===== config.mk =====
export PLATFORM = sky130hd
export DESIGN_NAME = sync_fifo_param
export DESIGN_NICKNAME = d
export VERILOG_FILES = /design/src/rtl/sync_fifo_param.sv
export SDC_FILE = /design/constraint.sdc
export NUM_CORES = 1
export LEC_CHECK = 0
export ABC_AREA = 1
export CAP_MARGIN = 20
export CORE_AREA = 2 2 117 119
export DETAILED_ROUTE_END_ITERATION = 10
export DIE_AREA = 0 0 119 121
export PLACE_DENSITY_LB_ADDON = 0.2
export SLEW_MARGIN = 20
export SYNTH_ARGS = -nofsm -noshare
export SYNTH_HDL_FRONTEND = slang
export SYNTH_SLANG_ARGS = --single-unit
export TNS_END_PERCENT = 30

===== constraint.sdc =====
create_clock -name clk -period 1.5 [get_ports clk]
set_clock_uncertainty 0.15 [all_clocks]
set_input_delay 0.15 -clock clk [delete_from_list [all_inputs] [get_ports clk]]
set_output_delay 0.15 -clock clk [all_outputs]
set_load 0.005 [all_outputs]

===== src/rtl/sync_fifo_param.sv =====
// Parametrised single-clock FIFO with registered read port and flags.
// Optional sticky overflow/underflow flags via SYNC_FIFO_ERR_FLAGS_EN.
module sync_fifo_param #(
   parameter int DATA_WIDTH = 8,
   parameter int ADDR_WIDTH = 4,
   parameter int AF_THRESH  = (2 ** ADDR_WIDTH) - 2,
   parameter int AE_THRESH  = 2
) (
   input  logic                  clk,
   input  logic                  rst_n,
   input  logic                  wr_en,
   input  logic [DATA_WIDTH-1:0] wr_data,
   input  logic                  rd_en,
   output logic [DATA_WIDTH-1:0] rd_data,
   output logic                  rd_valid,
   output logic                  full,
   output logic                  empty,
   output logic                  almost_full,
   output logic                  almost_empty,
   output logic [ADDR_WIDTH:0]   count,
   output logic                  overflow,
   output logic                  underflow
);

   localparam int DEPTH = 2 ** ADDR_WIDTH;
   localparam int CW    = ADDR_WIDTH + 1;

   localparam logic [CW-1:0] DEPTH_C = CW'(DEPTH);
   localparam logic [CW-1:0] AF_C    = CW'(AF_THRESH);
   localparam logic [CW-1:0] AE_C    = CW'(AE_THRESH);

   logic [DATA_WIDTH-1:0] mem [DEPTH];
   logic [ADDR_WIDTH-1:0] wr_ptr;
   logic [ADDR_WIDTH-1:0] rd_ptr;
   logic [CW-1:0]         count_nxt;
   logic                  wr_acc;
   logic                  rd_acc;

   assign wr_acc = wr_en && !full;
   assign rd_acc = rd_en && !empty;

   always_comb begin
      count_nxt = count;
      if (wr_acc && !rd_acc)
         count_nxt = count + CW'(1);
      else if (rd_acc && !wr_acc)
         count_nxt = count - CW'(1);
   end

   // storage is never reset
   always_ff @(posedge clk) begin
      if (wr_acc)
         mem[wr_ptr] <= wr_data;
   end

   always_ff @(posedge clk) begin
      if (!rst_n) begin
         wr_ptr       <= '0;
         rd_ptr       <= '0;
         count        <= '0;
         rd_data      <= '0;
         rd_valid     <= 1'b0;
         full         <= 1'b0;
         empty        <= 1'b1;
         almost_full  <= 1'b0;
         almost_empty <= 1'b1;
      end else begin
         if (wr_acc)
            wr_ptr <= wr_ptr + ADDR_WIDTH'(1);
         if (rd_acc) begin
            rd_ptr  <= rd_ptr + ADDR_WIDTH'(1);
            rd_data <= mem[rd_ptr];
         end
         rd_valid     <= rd_acc;
         count        <= count_nxt;
         full         <= (count_nxt == DEPTH_C);
         empty        <= (count_nxt == '0);
         almost_full  <= (count_nxt >= AF_C);
         almost_empty <= (count_nxt <= AE_C);
      end
   end

`ifdef SYNC_FIFO_ERR_FLAGS_EN
   always_ff @(posedge clk) begin
      if (!rst_n) begin
         overflow  <= 1'b0;
         underflow <= 1'b0;
      end else begin
         if (wr_en && full)
            overflow <= 1'b1;
         if (rd_en && empty)
            underflow <= 1'b1;
      end
   end
`else
   assign overflow  = 1'b0;
   assign underflow = 1'b0;
`endif

endmodule


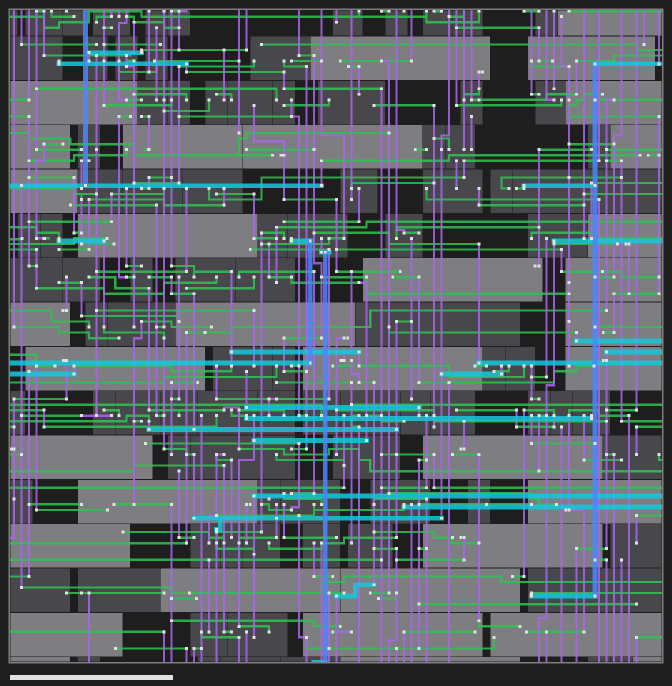
**Above:** zoomed window.
Bar = 10 um. Region (40, 16) to (80, 56) um. Cells in grey, sequential cells in the stronger grey; small squares are vias.
| layer | colour |
|---|---|
| met2 | purple |
| met4 | blue |
| met3 | cyan |
| met1 | green |
netlist names of flops here include: mem (23), rd_ptr (2)
most frequent: edfxtp_1 (23), nand2_1 (19), nand3_2 (15)
cells with their middle in the window: 109
sequential cells in the window: 26

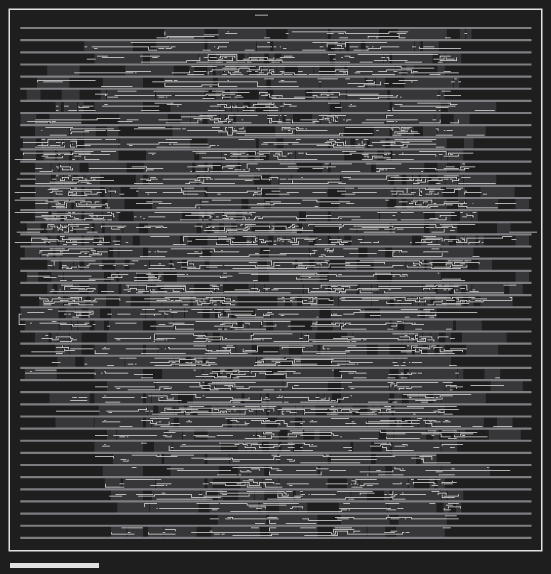
**Above:** signal wires on met1.
Bar = 20 um. Supply wires on this layer in grey. Cells faint in the background.
longest straight run: 40.0 um
main direction: horizontal
global-route track usage on met1: 31.4%
total wire length after detailed routing: 17.2 mm
via count: 4,874

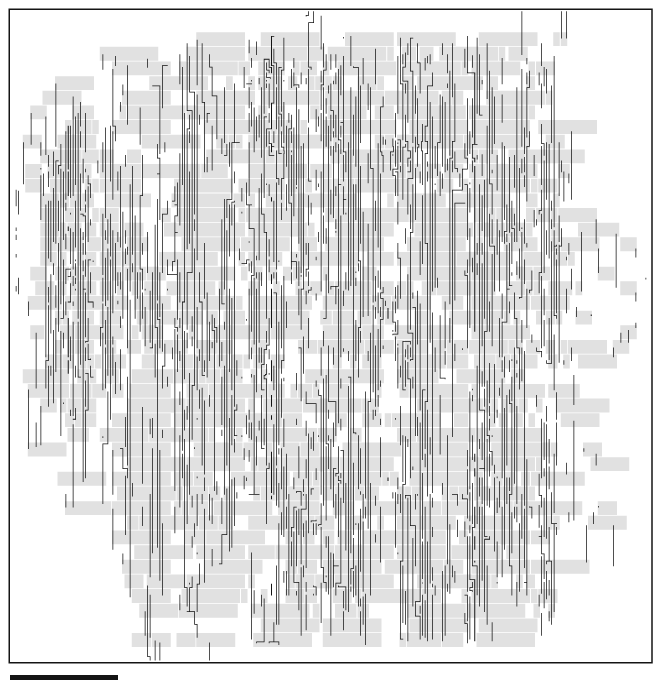
**Above:** the metal 2 layer.
Bar = 20 um. Cells faint in the background.
wire length on this layer: 8,690 um
share of all routed wire: 50%
main direction: vertical
nets with wire on the layer: 586
met2 capacity usage during global routing: 42.3%

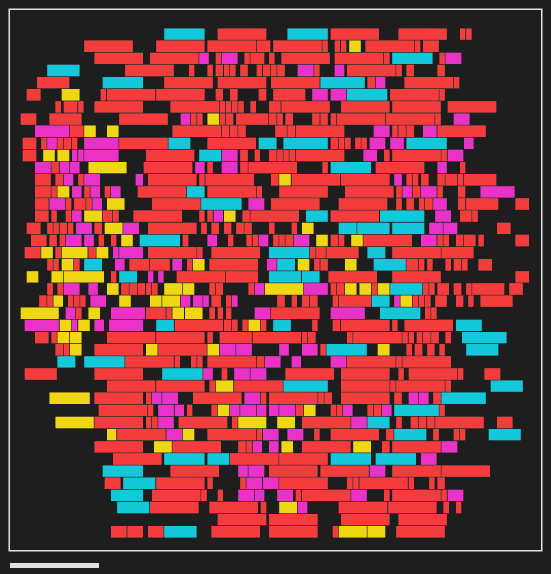
**Above:** sizing map.
Bar = 20 um.
| size | colour | cells |
|---|---|---|
| drive 2 | magenta | 126 |
| drive 3 to 4 | yellow | 68 |
| drive 6 and up | cyan | 57 |
| drive 1 or less | red | 464 |
Final Instance Area: 0.00882 mm^2
min setup slack post-route: -0.0792 ns
area grow syn2layout: 36.7%

==> git commit body <==
Record implementation results from latest flow run

- Status: finished, violations left
- Violations in the final reports: negative setup slack
- The script extracted a total leakage power of 3.46 nW.
- By startpoint and endpoint, the worst setup path is classified as register to register.
- Detail-routed via count per cell: 5.47
- Counting every sink on the clock net gives 154.
- Yosys mapped the design onto 26 distinct sky130hd cell types.
* Capture instance of the worst register-to-register path: rd_data[3]
- Measured along the x axis, the die boundary spans 119 um.
* Dominant logic cell type in the layout: nand2_1
- Ant diodes: 0
- Setup slack on the worst reg-to-reg path comes out at -0.08 ns.
- Number of cells after detailed placement: 843
* GRT overflow: 0
- Via count of the first global-routing pass: 4,835
- Sequential elements use 67.6% of the synthesized area.
* Routed Antenna Nets: 0
- After the first detailed-routing iteration, the DRC count stood at 418.
* Main flop type: edfxtp_1
* I/O pin cnt: 32
- Of the cells placed in the final design, the portion with a size suffix greater than 1 is 35.1%.
* Setup violations, final: 16
* Type of element launching the critical path: register
* Post-detailed-placement cell area: 0.00740 mm^2
* Final Hold Vio Count: 0
* Estimated wirelength of the detail-placed design: 10.0 mm
* Wire length of the first global-routing pass: 26.8 mm
* Share of the cycle needed by the critical path after routing: 105%
- The first detailed-routing pass took 5 iterations.
- Number of buffers added on ports: 29
* Cells after Synth: 611
- After floorplanning, the die was sized to cover 0.0144 mm^2.
* Non-filler cells, final: 891
- Bufs on Longest Clock Path: 2
- Global-route usage over all layers: 25.2%
- Yosys reported a register bit count of 154.
- Num CTS Buffers: 17
- RSZ-0062 raised after global routing: yes
* Clock-pin slew of the registers on the worst-case setup and hold paths: 0.06 ns
- In this run the mean area of a mapped cell was 10.6 um^2.
- Min setup slack post-route: -0.0792 ns
## cell families after synthesis
logic type | after synthesis | synth area share, %
fa+ha+maj | 7 | 1.36
other cells | 1 | 0.0581
flops | 154 | 67.6
buf+inv | 66 | 5.04
simple gates | 347 | 22.8
compound gates | 36 | 3.10
## power breakdown
group / internal [mW] / switching (mW)
Combinational: 1.14 / 1.47
Sequential: 4.80 / 0.109
Clock: 2.43 / 1.58
Total: 8.37 / 3.15
## layer usage
metal / wire (um) / GRT usage, % / part of all wire, % / vias to the layer above
li1: - / - / - / 2271
met1: 6890 / 31.4 / 40 / 2345
met2: 8690 / 42.3 / 50 / 214
met4: 455 / 10.5 / 2.6 / 0
met5: 0 / 0 / 0 / -
met3: 1180 / 5.83 / 6.9 / 44
## critical path, stage by stage, from the launching register on
cell,delay (ns)
dfxtp_4,0.39
buf_6,0.15
buf_12,0.13
buf_16,0.14
nand2_1,0.05
nand3_1,0.10
nand3_1,0.10
a21oi_1,0.07
o21bai_1,0.14
inv_1,0.05
## how the worst max path moves through the flow
stage                     startpoint          to  slack (ns)
after CTS                  rd_ptr[0]  rd_data[3]       -0.03
after floorplan            wr_ptr[0]  mem[11][0]       -0.13
after global placement         wr_en  mem[11][3]       -0.43
after global routing       rd_ptr[0]  rd_data[0]       -0.15
final                      rd_ptr[0]  rd_data[3]       -0.08
after detailed placement       wr_en  mem[11][3]       -0.49
## timing repair
item | CTS | global route
gates cloned | 7 | 0
buffers inserted | 8 | 3
resized | 147 | 56
pin swaps | 43 | 28
endpoints found under the setup margin | 161 | 143
endpoints found under the hold margin | 0 | 0
## stage by stage
step | total power, mW | utilization (%)
5_1_grt | 12.0 | 67.4
3_5_place_dp | 6.86 | 56.5
6_report | 11.5 | 67.4
3_3_place_gp | 6.83 | 56.5
4_1_cts | 11.4 | 66.1
2_1_floorplan | 6.00 | -
## area by class of cell
cell class | count | area (um^2)
flip-flops and latches | 154 | 4390
fillers | 918 | 4260
multi-input cells | 392 | 2320
repair buffers | 104 | 1190
clock buffers | 27 | 534
well taps | 176 | 220
inverters | 33 | 139
clock inverters | 5 | 31.3
## cells in the mapped netlist, types with 3 or more instances
master / instances / share of area, %
a21oi_1: 18 / 1.4
buf_2: 14 / 1.1
buf_4: 10 / 1.2
buf_6: 3 / 0.52
clkbuf_1: 5 / 0.29
dfxtp_1: 26 / 8.1
edfxtp_1: 128 / 60
ha_1: 7 / 1.4
inv_1: 28 / 1.6
inv_2: 3 / 0.17
nand2_1: 196 / 11
nand3_1: 112 / 8.7
nor2_1: 29 / 1.7
o21ai_0: 10 / 0.78
o21bai_1: 8 / 0.93
## sequential cells by signal, summed over array words and instances, names as in the netlist
| name | cells |
|---|---|
| mem | 128 |
| rd_data | 8 |
| count | 5 |
| rd_ptr | 4 |
| wr_ptr | 4 |
| almost_empty | 1 |
| almost_full | 1 |
| empty | 1 |
| full | 1 |
| rd_valid | 1 |
Power figures rest on the tool's default switching activity, not on a simulated workload.
